## src/rtl/rng_index_scheduler.sv

```systemverilog
// rng_index_scheduler: round-robin sampler of distinct point indices from a shared LFSR word.
// Define RNG_SCHED_TIMEOUT_EN to abort a set after MAX_TRIES consecutive rejections.
module rng_index_scheduler #(
    parameter int NUM_REQ     = 4,
    parameter int INDEX_WIDTH = 16,
    parameter int SAMPLES     = 3,
    parameter int MAX_TRIES   = 255
) (
    input  logic                           read_clock,
    input  logic                           read_reset,
    input  logic [63:0]                    random_value,
    input  logic [INDEX_WIDTH-1:0]         point_count,
    input  logic [NUM_REQ-1:0]             req_valid,
    output logic                           sample_valid,
    input  logic                           sample_ready,
    output logic [$clog2(NUM_REQ)-1:0]     sample_dest,
    output logic [SAMPLES*INDEX_WIDTH-1:0] sample_indices,
    output logic                           sample_error,
    output logic                           busy
);

    localparam int PTR_W = $clog2(NUM_REQ);
    localparam int K_W   = $clog2(SAMPLES + 1);

    typedef enum logic [1:0] {
        IDLE,
        DRAW,
        OFFER
    } state_t;

    if (NUM_REQ < 2 || SAMPLES < 1 || MAX_TRIES < 1) begin : g_param_check
        $error("rng_index_scheduler: parameter out of range");
    end

    state_t state, state_next;

    logic [PTR_W-1:0]       rr_ptr;
    logic [PTR_W:0]         slot;
    logic [PTR_W-1:0]       grant_idx;
    logic                   grant_found;
    logic [INDEX_WIDTH-1:0] pc;
    logic [INDEX_WIDTH-1:0] mask;
    logic [INDEX_WIDTH-1:0] cand;
    logic [K_W-1:0]         k;
    logic [63:0]            prev_word;
    logic                   degenerate;
    logic                   dup;
    logic                   accept;
    logic                   last_slot;
    logic                   give_up;

    // First requester at or after rr_ptr, wrapping around.
    always_comb begin
        grant_found = 1'b0;
        grant_idx   = '0;
        slot        = '0;
        for (int i = 0; i < NUM_REQ; i++) begin
            slot = {1'b0, rr_ptr} + (PTR_W+1)'(i);
            if (slot >= (PTR_W+1)'(NUM_REQ)) begin
                slot = slot - (PTR_W+1)'(NUM_REQ);
            end
            if (!grant_found && req_valid[slot[PTR_W-1:0]]) begin
                grant_found = 1'b1;
                grant_idx   = slot[PTR_W-1:0];
            end
        end
    end

    // Smear the MSB of pc-1 downward; pc=1 yields an all-zero mask.
    always_comb begin
        mask = pc - INDEX_WIDTH'(1);
        for (int i = 1; i < INDEX_WIDTH; i++) begin
            mask = mask | (mask >> i);
        end
    end

    assign cand       = random_value[INDEX_WIDTH-1:0] & mask;
    assign degenerate = point_count < INDEX_WIDTH'(SAMPLES);
    assign last_slot  = k == K_W'(SAMPLES - 1);

    always_comb begin
        dup = 1'b0;
        for (int s = 0; s < SAMPLES; s++) begin
            if (K_W'(s) < k && sample_indices[s*INDEX_WIDTH +: INDEX_WIDTH] == cand) begin
                dup = 1'b1;
            end
        end
    end

    assign accept = (cand < pc) && !dup && (random_value != prev_word);

`ifdef RNG_SCHED_TIMEOUT_EN
    localparam int T_W = $clog2(MAX_TRIES + 1);

    logic [T_W-1:0] tries;

    assign give_up = !accept && (tries == T_W'(MAX_TRIES - 1));

    always_ff @(posedge read_clock or posedge read_reset) begin
        if (read_reset) begin
            tries <= '0;
        end else if (state == IDLE || accept) begin
            tries <= '0;
        end else if (state == DRAW) begin
            tries <= tries + T_W'(1);
        end
    end
`else
    assign give_up = 1'b0;
`endif

    always_ff @(posedge read_clock or posedge read_reset) begin
        if (read_reset) begin
            state <= IDLE;
        end else begin
            state <= state_next;
        end
    end

    always_comb begin
        state_next = state;
        case (state)
            IDLE: begin
                if (grant_found) begin
                    state_next = degenerate ? OFFER : DRAW;
                end
            end
            DRAW: begin
                if ((accept && last_slot) || give_up) begin
                    state_next = OFFER;
                end
            end
            OFFER: begin
                if (sample_ready) begin
                    state_next = IDLE;
                end
            end
            default: state_next = IDLE;
        endcase
    end

    always_ff @(posedge read_clock or posedge read_reset) begin
        if (read_reset) begin
            rr_ptr         <= '0;
            sample_dest    <= '0;
            sample_indices <= '0;
            sample_error   <= 1'b0;
            pc             <= '0;
            k              <= '0;
            prev_word      <= '0;
        end else begin
            case (state)
                IDLE: begin
                    if (grant_found) begin
                        sample_dest    <= grant_idx;
                        pc             <= point_count;
                        k              <= '0;
                        sample_indices <= '0;
                        sample_error   <= degenerate;
                    end
                end
                DRAW: begin
                    prev_word <= random_value;
                    if (accept) begin
                        sample_indices[int'(k)*INDEX_WIDTH +: INDEX_WIDTH] <= cand;
                        k <= k + K_W'(1);
                    end
                    if (give_up) begin
                        sample_error <= 1'b1;
                    end
                end
                OFFER: begin
                    if (sample_ready) begin
                        rr_ptr <= (sample_dest == PTR_W'(NUM_REQ - 1)) ?
                                  '0 : sample_dest + PTR_W'(1);
                    end
                end
                default: ;
            endcase
        end
    end

    assign sample_valid = state == OFFER;
    assign busy         = state != IDLE;

endmodule

```

## config.mk

```make
export PLATFORM = sky130hd
export DESIGN_NAME = rng_index_scheduler
export DESIGN_NICKNAME = d
export VERILOG_FILES = /design/src/rtl/rng_index_scheduler.sv
export SDC_FILE = /design/constraint.sdc
export NUM_CORES = 1
export LEC_CHECK = 0
export CORE_ASPECT_RATIO = 1.2
export CORE_UTILIZATION = 40
export DETAILED_ROUTE_END_ITERATION = 8
export PLACE_DENSITY = 0.72
export SLEW_MARGIN = 20
export SYNTH_ARGS = -nofsm -noshare
export SYNTH_HDL_FRONTEND = slang
export SYNTH_SLANG_ARGS = --single-unit
```

## constraint.sdc

```tcl
create_clock -name read_clock -period 5.9 [get_ports read_clock]
set_input_delay 1.18 -clock read_clock [delete_from_list [all_inputs] [get_ports read_clock]]
set_output_delay 1.18 -clock read_clock [all_outputs]
set_load 0.005 [all_outputs]
```

==> flow_summary.json, run 1 <==
{
  "ys_cells": 1004,
  "topCellsByArea": "dfrtp_1, nand2_1, xnor2_1",
  "xor_area_frac": 0.07625,
  "globalplace.congestion": 1.071,
  "numCtsBuffers": 17,
  "initial_core_util": 0.4099,
  "end_kind": "flop",
  "cp_cell_sequence": "or4_1, o41ai_1, a21oi_2, and2_1, nand2_1, nand2_1, inv_1, ha_1, a21o_1, a21o_1, a21o_1, a21oi_1, nor2b_1, o21ai_0, nand2b_1, a2111oi_2, buf_4, o21ai_1, nor3_4, buf_12, o22ai_4, buf_12, mux2_4",
  "grt.total_usage": 0.2853,
  "overflow": 0,
  "status": "complete, but fails checks",
  "wl_per_cell_um": 21.74,
  "ys_area_um2": 8926,
  "clk_pin_slew_worst_paths_ns": 0.07,
  "drc": 26,
  "fin_cells": 1485,
  "place_ws_ns": 0.3492,
  "async_flop_share": 1.000,
  "violations": "DRC",
  "fin_nets": 1307,
  "postSynthSeqShare": 0.3841,
  "start_kind": "flop",
  "avgSynthCellArea_um2": 8.890,
  "ys_sh_mux": 0.05355
}
[run 1: layout make-up]
cell class / count / area [µm²]
multi-input combinational: 765 / 5072
timing repair buffer: 217 / 2027
fill: 1989 / 10090
sequential: 137 / 3428
inverter: 60 / 230.2
tap: 274 / 342.8
clock buffer: 17 / 425.4
clock inverter: 15 / 156.4
[run 1: worst reg2reg max path: stages (launching register included)]
cell	delay [ns]
dfrtp_1	0.47
or4_1	0.71
o41ai_1	0.67
a21oi_2	0.25
and2_1	0.22
nand2_1	0.09
nand2_1	0.08
inv_1	0.10
ha_1	0.24
a21o_1	0.18
a21o_1	0.17
a21o_1	0.18
a21oi_1	0.15
nor2b_1	0.06
o21ai_0	0.14
nand2b_1	0.09
a2111oi_2	0.38
buf_4	0.17
o21ai_1	0.10
nor3_4	0.17
buf_12	0.15
o22ai_4	0.07
buf_12	0.20
mux2_4	0.32
[run 1: timing repair]
item                       in CTS  in global routing
setup endpoints to repair       0                 48
hold buffers                    0                  0
buffers inserted                0                  4
gates resized                   0                  4
[run 1: power by group]
group,switching [µW],internal [µW],total [µW]
sequential,409,1300,1700
combinational,1700,1350,3040
clock,487,598,1090
total,2590,3240,5830
[run 1: layer usage]
layer	wire length, µm	part of all wire	global-route usage	vias to the layer above
met5	0	0	0	-
met4	1489	0.046	0.1534	0
met3	2142	0.066	0.05059	101
li1	-	-	-	3968
met1	13360	0.41	0.3571	4110
met2	15300	0.47	0.4681	383
[run 1: registers in the layout, indices dropped and copies added (netlist names)]
name	cells
k	2
sample_dest	2
rr_ptr	2
state	2
sample_indices	48
sample_error	1
pc	16
prev_word	64
[run 1: metrics by stage]
stage	instance area, µm²	total power [µW]
final	11680	5833
after global routing	11680	6203
after CTS	11640	5788
after detailed placement	11060	4679
after global placement	11060	4640
after floorplan	8926	3571
[run 1: worst min path at each step]
stage | start | end | slack, ns | cells after the start
final | prev_word[21] | prev_word[21] | 0.50 | 2
after CTS | prev_word[32] | prev_word[32] | 0.50 | 2
after floorplan | prev_word[12] | prev_word[12] | 0.47 | 2
after detailed placement | prev_word[51] | prev_word[51] | 0.48 | 2
after global placement | prev_word[59] | prev_word[59] | 0.48 | 2
after global routing | prev_word[56] | prev_word[56] | 0.51 | 2
[run 1: Yosys cell counts (3+ instances only)]
library cell	number
nand2b_1	10
dfrtp_1	137
o31ai_1	8
a31oi_1	5
mux2_2	14
or2_2	3
buf_2	6
or4_1	5
and2_1	5
o22ai_1	5
o221ai_1	5
a211o_1	3
nand2_1	211
a22o_1	5
clkbuf_1	26
o2bb2ai_1	16
o21ai_1	5
xor2_1	7
nor3_1	14
or3_1	5
a21oi_1	21
o21ai_0	43
a21o_1	8
nor2_1	65
nor4_1	17
nand3_1	24
ha_1	22
buf_1	3
xnor2_1	67
mux2_4	20
o211ai_1	3
nor4_4	4
a2bb2oi_1	3
and3_1	5
nor2b_1	11
a211oi_1	5
a221oi_1	4
buf_6	3
o2111ai_1	9
a2111oi_0	6
nand4_1	36
inv_1	60
Fig. 1: run 1, supply network
Drawn at 3 px/µm. Pins as bars on the die edge. Tap cells in grey.
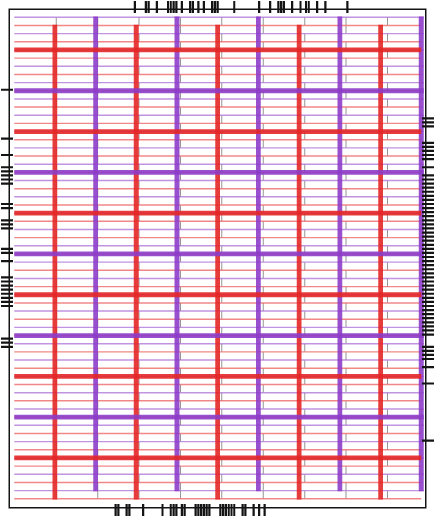
legend:
  purple:
    net: VDD
  red:
    net: VSS
signal pins: 140
met5 straps: 11
rows: 59
Placeable Area: 21780 µm²
Die Y: 165.6 µm
maximum VDD drop: 233.1 µV

Fig. 2: run 1, placement by cell class
Drawn at 3 px/µm. Fill, decap, tap and diode cells in grey.
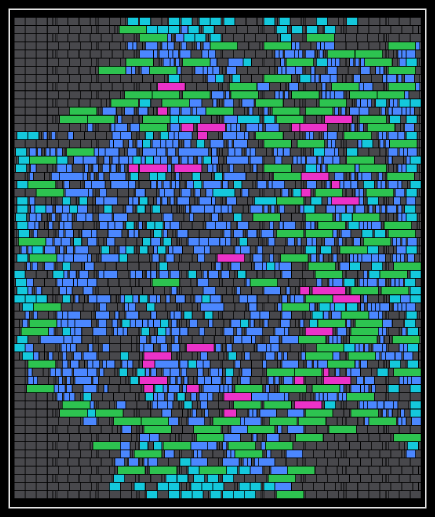
legend:
  cyan:
    class: remaining buffers and delay cells
    cells: 217
  blue:
    class: remaining logic cells
    cells: 825
  magenta:
    class: clock drivers and dummy loads
    cells: 32
  green:
    class: registers
    cells: 137
Util after Layout: 0.5365
Row Count: 59

Fig. 3: run 1, clock wires, drivers and flops
Drawn at 2 px/µm.
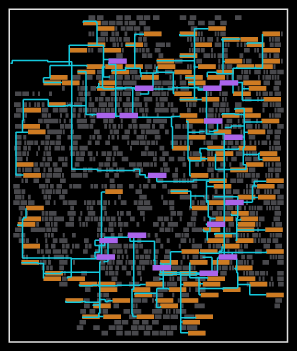
legend:
  orange:
    item: flip-flops
    count: 137
  cyan:
    item: clock wires
    length: 2110 µm
  purple:
    item: clock-net drivers
    count: 17
routed clock nets: 18
flops lie: widely spread
clock skew: 0.01266 ns
Clock Power Share: 0.186

## Run 2: what changed since run 1
--- a/config.mk
+++ b/config.mk
@@ -5,10 +5,11 @@
 export SDC_FILE = /design/constraint.sdc
 export NUM_CORES = 1
 export LEC_CHECK = 0
+export ABC_AREA = 1
 export CORE_ASPECT_RATIO = 1.2
 export CORE_UTILIZATION = 40
 export DETAILED_ROUTE_END_ITERATION = 8
-export PLACE_DENSITY = 0.72
+export PLACE_DENSITY = 0.73
 export SLEW_MARGIN = 20
 export SYNTH_ARGS = -nofsm -noshare
 export SYNTH_HDL_FRONTEND = slang
==> run 2 against run 1 <==
The run now ends clean. Combinational power is 16% lower. First-iteration DRC count is 7.8% lower. Synthesized cell count is 24% higher. Clock power hardly changed. Critical endpoint is now sample_indices[14]. Largest cell class unchanged. Highest routed layer unchanged.
==> flow_summary.json, run 2 <==
{
  "status": "complete, no violations",
  "async_flop_share": 1.000,
  "grt_pass1_wl_um": 39920,
  "ys_cells": 1247,
  "initial_core_util": 0.4133,
  "required_ns": 6.21,
  "synth_top_cell_by_count": "nand2_1",
  "reg_top3": "prev_word x64, sample_indices x48, pc x16",
  "postSynthSeqShare": 0.3914,
  "largest_reg_flops": 64,
  "wl_per_cell_um": 15.51,
  "globalplace.congestion": 0.9484,
  "postCtsSetupRepairBufs": 0,
  "maxSlewHeadroom": 0.3573,
  "grt.total_usage": 0.2353,
  "boundaryPins": 140,
  "clk_pin_slew_worst_paths_ns": 0.07,
  "overflow": 0,
  "final-setup-viol-count": 0,
  "cts-hold-fix-buffers": 0,
  "die_h_um": 164.1,
  "row_count": 58,
  "fillers": 2037,
  "numCtsBuffers": 17,
  "final_core_utilization": 0.5168,
  "core_um2": 21190,
  "slew_viol_final": 0,
  "antenna_found_initial": 0,
  "ys_area_um2": 8758,
  "topCellsByArea": "dfrtp_1, nand2_1, nor2_1",
  "synthTopCellsByCount": "nand2_1, dfrtp_1, nor2_1",
  "fin_nets": 1481,
  "start_kind": "flop",
  "worst_slew_pin_slew_ns": 0.9640,
  "drt_iter0_drc": 728
}
## run 2: cell types whose count changed in the layout (fill, tap and decap cells not counted), sizes merged, moves of 32 or more
cell	previous run	this run
nand2	213	502
nor2	65	148
buf	78	3
nand3	25	100
inv	69	112
mux2	34	0
xnor2	69	37
## run 2: through the flow
step | std cells | instance area, µm² | power [µW] | worst slack, ns
floorplan | 1247 | 8758 | 3475 | 1.052
global placement | 1623 | 10340 | 4095 | 1.685
detailed placement | 1623 | 10340 | 4146 | 1.632
CTS | 1655 | 10950 | 5270 | 1.682
global route | 1655 | 10950 | 5671 | 1.138
finish | 1655 | 10950 | 5263 | 1.617
## run 2: final timing paths
kind                               start                  to  slack [ns]  cells after the start
setup / recovery                   pc[1]  sample_indices[14]        1.62                     23
min in group asynchronous     read_reset       prev_word[17]        1.34                      2
hold reg to reg            prev_word[55]       prev_word[55]        0.49                      2
max in group asynchronous     read_reset       prev_word[24]        3.52                      3
setup reg to reg                   pc[1]  sample_indices[14]        1.62                     23
hold / removal             prev_word[55]       prev_word[55]        0.49                      2
## run 2: final cells by class
class	instances	area, µm²	share of cell area
Clock inverter	15	181.4	0.01657
Timing Repair Buffer	142	1414	0.1291
Tap cell	270	337.8	0.03085
Multi-Input combinational cell	969	4765	0.4351
Inverter	105	399.1	0.03645
Sequential cell	137	3428	0.3131
Clock buffer	17	425.4	0.03885
## run 2: where the power goes
part           switching, µW  internal [µW]  total, µW
Sequential               318           1290       1610
Clock                    469            641       1110
Combinational           1670            873       2540
Total                   2460           2810       5260
## run 2: cells by family (layout without fill, tap and decap cells)
logic type	after synthesis	after routing	synth area share
AND/OR/NAND/NOR	810	810	0.3969
buffers and inverters	141	279	0.06543
flip-flops	137	137	0.3914
XOR/XNOR	68	68	0.06800
AND-OR/OR-AND	65	65	0.04229
adder cells (fa/ha/maj)	22	22	0.03143
multiplexers	4	4	0.004572
## run 2: worst max-delay path, cell delays in order, from the launching register on
cell and delay [ns]:
dfrtp_1 0.42, inv_1 0.12, ha_1 0.23, nand2_2 0.13
nor2_2 0.21, nand3_1 0.10, nand2_1 0.15, nand2_2 0.16
inv_2 0.09, nand3_2 0.13, nand2_1 0.24, inv_1 0.13
ha_1 0.30, a21oi_1 0.15, o21a_1 0.13, o221ai_1 0.09
nor2_1 0.13, nand2_1 0.07, nor2_2 0.12, nand3_2 0.11
nand2_4 0.48, nand2_4 0.27, nand2_1 0.12, nand2_1 0.06
## run 2: routing by layer
metal | track usage | vias up | wire [µm]
met1 | 0.3149 | 3871 | 11220
met3 | 0.04198 | 55 | 1649
met2 | 0.3675 | 312 | 11860
met4 | 0.1089 | 0 | 937
met5 | 0 | - | 0
li1 | - | 4177 | -
Fig. 4: run 2, clock wires, drivers and flops
Drawn at 2 px/µm.
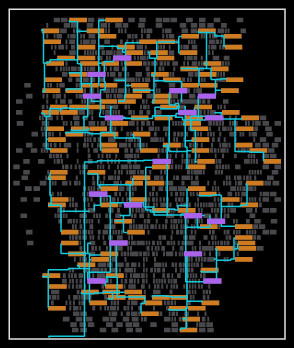
legend:
  orange:
    item: flip-flops
    count: 137
  cyan:
    item: clock wires
    length: 1910 µm
  purple:
    item: clock-net drivers
    count: 17
routed clock nets: 18
flops lie: widely spread
Clock group: 1110 µW
Clock Power Share: 0.211
clock skew: 0.01250 ns

Power is estimated from default activity; no workload was simulated.
